===== src/rtl/npc_redirect_ctrl_if.sv =====
// rtl/npc_redirect_ctrl_if.sv - EX branch-judge to next-PC redirect interface
interface npc_redirect_ctrl_if;
    logic [1:0]  npc_sel;
    logic        flush_req;
    logic        ex_valid;
    logic [31:0] ex_pc;
    logic [31:0] ex_imm;
    logic [31:0] ex_rs1;

    modport master (
        output npc_sel, flush_req, ex_valid, ex_pc, ex_imm, ex_rs1
    );

    modport slave (
        input npc_sel, flush_req, ex_valid, ex_pc, ex_imm, ex_rs1
    );
endinterface


===== src/rtl/npc_redirect_ctrl.sv =====
// rtl/npc_redirect_ctrl.sv - next-PC redirect, PC register and pipeline flush control
// Optional BRANCH_STAT_EN adds saturating redirect/stall statistics counters.
module npc_redirect_ctrl #(
    parameter logic [31:0] RESET_PC = 32'h0000_0000,
    parameter logic [31:0] TRAP_PC  = 32'h0000_0004
) (
    input  logic                      clk,
    input  logic                      rst,
    npc_redirect_ctrl_if.slave        bj,
    input  logic                      stall,
    output logic [31:0]               pc,
    output logic                      fetch_valid,
    output logic                      if_id_flush,
    output logic                      id_ex_flush,
    output logic                      misalign_err
`ifdef BRANCH_STAT_EN
    ,
    output logic [31:0]               stat_redirect_cnt,
    output logic [31:0]               stat_stall_cnt
`endif
);

    typedef enum logic {BOOT, RUN} state_t;

    state_t      state, state_nxt;
    logic [31:0] pc_nxt;
    logic [31:0] base;
    logic [31:0] sum;
    logic [31:0] target;
    logic        is_jalr;
    logic        redirect;
    logic        misaligned;
    logic        unused_flush_hint;

    // The select is authoritative; flush_req is only a hint from the judge.
    assign unused_flush_hint = bj.flush_req;
    assign redirect          = bj.ex_valid && (bj.npc_sel != 2'b00);

    assign is_jalr    = (bj.npc_sel == 2'b11);
    assign base       = is_jalr ? bj.ex_rs1 : bj.ex_pc;
    assign sum        = base + bj.ex_imm;
    assign target     = is_jalr ? {sum[31:1], 1'b0} : sum;
    assign misaligned = target[1];

    always_ff @(posedge clk or posedge rst) begin
        if (rst) begin
            state <= BOOT;
            pc    <= RESET_PC;
        end else begin
            state <= state_nxt;
            pc    <= pc_nxt;
        end
    end

    always_comb begin
        state_nxt    = state;
        pc_nxt       = pc;
        fetch_valid  = 1'b0;
        if_id_flush  = 1'b1;
        id_ex_flush  = 1'b1;
        misalign_err = 1'b0;
        case (state)
            BOOT: begin
                state_nxt = RUN;
            end
            RUN: begin
                fetch_valid = 1'b1;
                if_id_flush = 1'b0;
                id_ex_flush = 1'b0;
                if (redirect) begin
                    // Both wrong-path instructions are squashed at the same edge.
                    fetch_valid  = 1'b0;
                    if_id_flush  = 1'b1;
                    id_ex_flush  = 1'b1;
                    misalign_err = misaligned;
                    pc_nxt       = misaligned ? TRAP_PC : target;
                end else if (stall) begin
                    id_ex_flush = 1'b1;
                end else begin
                    pc_nxt = pc + 32'd4;
                end
            end
            default: begin
                state_nxt = BOOT;
            end
        endcase
    end

`ifdef BRANCH_STAT_EN
    always_ff @(posedge clk or posedge rst) begin
        if (rst) begin
            stat_redirect_cnt <= 32'd0;
            stat_stall_cnt    <= 32'd0;
        end else if (state == RUN) begin
            if (redirect) begin
                if (stat_redirect_cnt != 32'hFFFF_FFFF)
                    stat_redirect_cnt <= stat_redirect_cnt + 32'd1;
            end else if (stall) begin
                if (stat_stall_cnt != 32'hFFFF_FFFF)
                    stat_stall_cnt <= stat_stall_cnt + 32'd1;
            end
        end
    end
`endif

endmodule


===== src/flat_wrapper.sv =====
// flat-port wrapper written by rule: the top's interface ports become plain ports
module npc_redirect_ctrl_flat 
#(
    parameter logic [31:0] RESET_PC = 32'h0000_0000,
    parameter logic [31:0] TRAP_PC  = 32'h0000_0004
)
  (clk, rst, stall, pc, fetch_valid, if_id_flush, id_ex_flush, misalign_err, bj_npc_sel, bj_flush_req, bj_ex_valid, bj_ex_pc, bj_ex_imm, bj_ex_rs1);
  npc_redirect_ctrl_if bj_i ();
  input  logic clk;
  input  logic rst;
  input  logic stall;
  output logic [31:0] pc;
  output logic fetch_valid;
  output logic if_id_flush;
  output logic id_ex_flush;
  output logic misalign_err;
  input wire logic [$bits(bj_i.npc_sel)-1:0] bj_npc_sel;
  input wire logic [$bits(bj_i.flush_req)-1:0] bj_flush_req;
  input wire logic [$bits(bj_i.ex_valid)-1:0] bj_ex_valid;
  input wire logic [$bits(bj_i.ex_pc)-1:0] bj_ex_pc;
  input wire logic [$bits(bj_i.ex_imm)-1:0] bj_ex_imm;
  input wire logic [$bits(bj_i.ex_rs1)-1:0] bj_ex_rs1;
  assign bj_i.npc_sel = bj_npc_sel;
  assign bj_i.flush_req = bj_flush_req;
  assign bj_i.ex_valid = bj_ex_valid;
  assign bj_i.ex_pc = bj_ex_pc;
  assign bj_i.ex_imm = bj_ex_imm;
  assign bj_i.ex_rs1 = bj_ex_rs1;
  npc_redirect_ctrl #(.RESET_PC(RESET_PC), .TRAP_PC(TRAP_PC)) u_core (.clk(clk), .rst(rst), .bj(bj_i), .stall(stall), .pc(pc), .fetch_valid(fetch_valid), .if_id_flush(if_id_flush), .id_ex_flush(id_ex_flush), .misalign_err(misalign_err));
endmodule

===== config.mk =====
export PLATFORM = sky130hd
export DESIGN_NAME = npc_redirect_ctrl_flat
export DESIGN_NICKNAME = d
export VERILOG_FILES = /design/src/rtl/npc_redirect_ctrl_if.sv /design/src/rtl/npc_redirect_ctrl.sv /design/src/flat_wrapper.sv
export SDC_FILE = /design/constraint.sdc
export NUM_CORES = 1
export LEC_CHECK = 0
export CAP_MARGIN = 20
export CORE_MARGIN = 1
export CORE_UTILIZATION = 48
export CTS_CLUSTER_DIAMETER = 200
export CTS_CLUSTER_SIZE = 30
export DETAILED_ROUTE_END_ITERATION = 8
export GPL_TIMING_DRIVEN = 1
export PLACE_DENSITY_LB_ADDON = 0.08
export SLEW_MARGIN = 30
export SYNTH_ARGS = -nofsm -noshare
export SYNTH_HDL_FRONTEND = slang
export SYNTH_SLANG_ARGS = --single-unit
export TNS_END_PERCENT = 30

===== constraint.sdc =====
create_clock -name clk -period 5.5 [get_ports clk]
set_input_delay 1.65 -clock clk [delete_from_list [all_inputs] [get_ports clk]]
set_output_delay 1.65 -clock clk [all_outputs]
set_load 0.02 [all_outputs]

==> images/metal_density.png <==
Drawn at 4 px/µm. 19 x 19 tiles, from black (low) to pale yellow (high), scaled to the fullest tile. Values are wire area over tile area, all layers added.
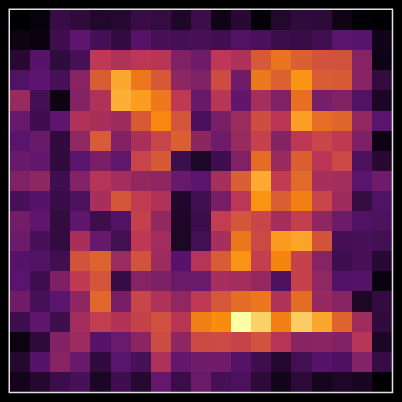
tiles over half the peak = 26%
nearly empty tiles = 1.4%
fullest tile = 0.70
mean over tiles = 0.25

==> images/clk_routes.png <==
Drawn at 4 px/µm.
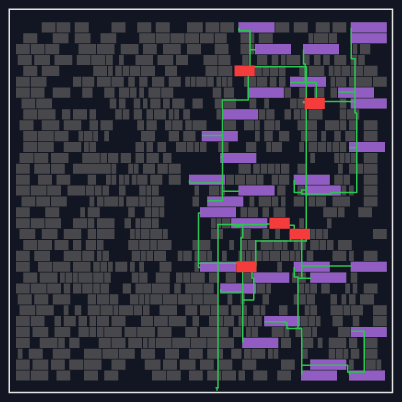
green -> clock wires  # length 501 µm
red -> clock drivers  # count 5
purple -> flip-flops  # count 32
routed clock nets = 6

==> images/clocks.png <==
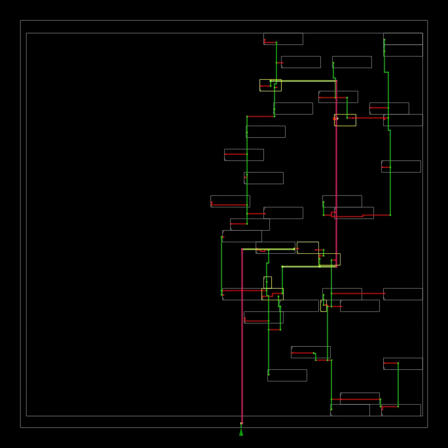
Sinks on Clock Net: 32
Clk Latency, worst-skew pair: 0.29 ns
clock buf count: 6
clock buffer count from CTS: 5
power of the clock network: 178 µW

==> datasheet_impl.txt <==
Table: implementation figures

Parameter                              Value

Synth
  Top area contributor share    0.191
  Flip-flop and latch count after synthesis    32
  Number of distinct library cells after synthesis    65
  Post-synthesis cell type with the largest instance count    a21oi_1
  Post-synthesis area per instance    7.72 µm²
  Count of instantiated cells in the yosys netlist    543
  Warnings from Yosys    0
  Number of instances in the synthesized netlist    543
  Sequential fraction of the synthesis area    0.191
  Summed standard-cell area reported by yosys    0.00419 mm²
  Top cells by count    56 x a21oi_1, 49 x nand2_1, 48 x nor2_1
  Net count after synthesis    686

Min path
  HP Class    reg -> reg
  Startpoint of the worst hold path    u_core.pc[0]

Timing
  Worst relative slew slack    0.488
  Final Hold Vio Count    0
  Number of pins exceeding their max-slew limit in the final report    0
  FMAX    188 MHz
  Unrepaired setup endpoints after global routing    no

Detailed routing
  Final routed wire length divided by cell count    17.5 µm
  DRC violations left    0
  Final Routed Wirelength    13.7 mm
  Post-DRT Antenna Nets    0
  Per-cell via count in the routed design    6.19
  Iter 0 DRT Violations    288
  Vias    4856

Clock network
  Post-CTS Hold Buffers    0
  Buffer cell driving the clock tree root    clkbuf_8
  CTS H-tree depth    2

Pwr
  Pwr per Cell Area    220 mW/mm²
  Leakage power figure    0.00241 µW
  Peak VDD IR    0.0878 mV

Cells and area
  Growth of design area from synthesis to finish    37.9%
  Number of cells in the finished layout apart from fillers    784
  FILL cells    737
  Nets    822

Global routing
  Via count of the first global-routing pass    4585
  Number of antenna violations at the first check in global routing    0

Run status
  Status    complete, no violations

Place
  HPWL after detailed placement    10.9 mm
  Placement Cell Area    0.00571 mm²

Setup path
  Launching element type of the critical path    input pin
  Startpoint of the worst setup timing path    bj_npc_sel[0]
  Data required, critical path    3.85 ns
  Worst EP arrival    3.68 ns
  Crit-path max FO    3

Floorplanning
  Floorplan-stage core utilization    0.503
  Io pins    139
  Chip Area    0.00911 mm²
  Core box area    0.00834 mm²
  Height of the die    95.5 µm
==> images/layer_met3.png <==
Drawn at 4 px/µm.
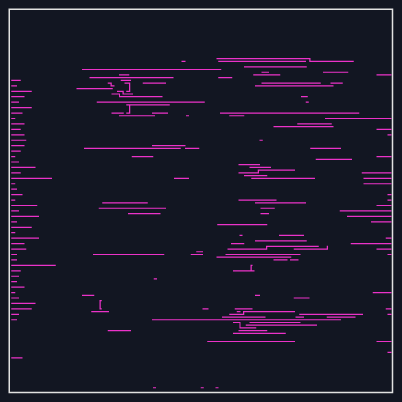
main direction = horizontal
nets with wire on the layer = 139
wire length on this layer = 1090 µm
share of all routed wire = 8.0%
longest straight run = 46.9 µm

==> images/sizes.png <==
Drawn at 4 px/µm.
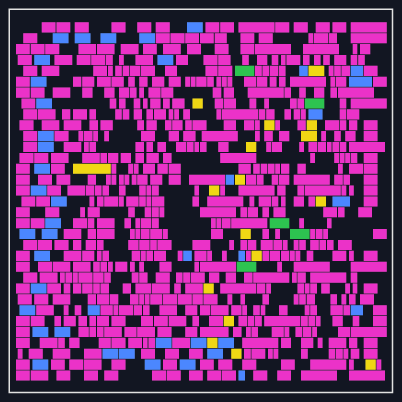
blue -> _2 cells  # cells 42, share 6.2%, most used mux2_2
magenta -> _0 and _1 cells  # cells 615, share 91%, most used clkdlybuf4s50_1
green -> _6 and larger  # cells 5, share 0.74%, most used clkbuf_8
yellow -> _3 and _4 cells  # cells 17, share 2.5%, most used buf_4

## worst max-delay path, cell delays in order
cell	delay, ns
clkdlybuf4s50_1	0.48
nand2_2	0.15
mux2_2	0.35
ha_1	0.22
fa_1	0.50
and3_1	0.15
clkbuf_2	0.17
## final timing paths
path	endpoint	slack [ns]	cells past startpoint
min in group asynchronous	u_core.pc[5]	1.74	3
setup reg to reg	u_core.pc[21]	3.03	5
max in group asynchronous	u_core.pc[28]	3.43	3
setup / recovery	misalign_err	0.17	7
hold reg to reg	u_core.pc[0]	0.49	2
hold / removal	u_core.pc[0]	0.49	2
## routing by layer
layer  global-route usage  wire length, µm  up-vias
met5                    0                0        -
met1                0.421             5990     2276
met3               0.0383             1090       21
met2                0.520             6380      248
li1                     -                -     2311
met4               0.0945              250        0
## placed cells by master, fill, tap and decap left out, drive strengths merged, types with 3 or more instances in the layout
master	synthesis	final
o21bai	6	6
o21a	6	6
xnor2	17	17
nand4	14	14
a41oi	4	4
nand3	20	20
a32oi	5	5
mux2	31	31
nand2	49	49
nand2b	3	3
xor2	11	11
inv	15	15
nor2b	4	4
a21oi	56	56
a22oi	5	5
nor2	49	49
and4	4	4
nor4	5	5
o21ai	46	46
o31ai	3	3
nor3	11	11
ha	39	39
buf	4	14
dfrtp	32	32
o311ai	3	3
a21o	12	12
and2	4	4
o211ai	4	4
clkdlybuf4s50	0	135
and3	11	11
clkbuf	17	7
or3	6	6
nor3b	4	4
o211a	3	3
a31oi	10	10
## logic make-up (layout without fill, tap and decap cells)
group	Yosys count	count (layout)	synth area share
and+or+nand+nor	188	188	0.224
AOI/OAI and AO/OA	183	183	0.282
adders and majority gates	40	40	0.121
buffers and inverters	37	173	0.0340
muxes	33	33	0.0880
DFF	32	32	0.191
xor gates and xnor gates	28	28	0.0585
other	2	2	0.00179
## area by class of cell
| type | instances | share of cell area |
|---|---|---|
| sequential | 32 | 0.138 |
| multi-input combinational | 474 | 0.562 |
| timing repair buffer | 150 | 0.253 |
| tap | 105 | 0.0227 |
| clock buffer | 6 | 0.0125 |
| inverter | 16 | 0.0104 |
| clock inverter | 1 | 0.000865 |
## state kept, by name, indices dropped and copies added, names as in the netlist
| signal | cells |
|---|---|
| u_core.state | 1 |
| u_core.pc | 31 |
## per-stage QoR
stage               TNS (ns)  hold slack [ns]   util  setup WS (ns)  total power (µW)
floorplan                  0            0.590      -          0.289               776
global placement      -0.251            0.471  0.684         -0.251              1070
detailed placement    -0.295            0.482  0.684         -0.295              1080
CTS                        0            0.496  0.694         0.0177              1260
global route               0            0.528  0.693         0.0835              1350
finish                     0            0.493  0.693          0.173              1270
## timing repair
item,CTS,global route
pin swaps,0,0
endpoints found under the setup margin,1,1
cloned,0,0
gates resized,2,2
## power by group
part | switching, µW | internal, µW
combinational | 374 | 348
clock | 91.8 | 86.0
sequential | 82.9 | 288
Power figures rest on the tool's default switching activity, not on a simulated workload.
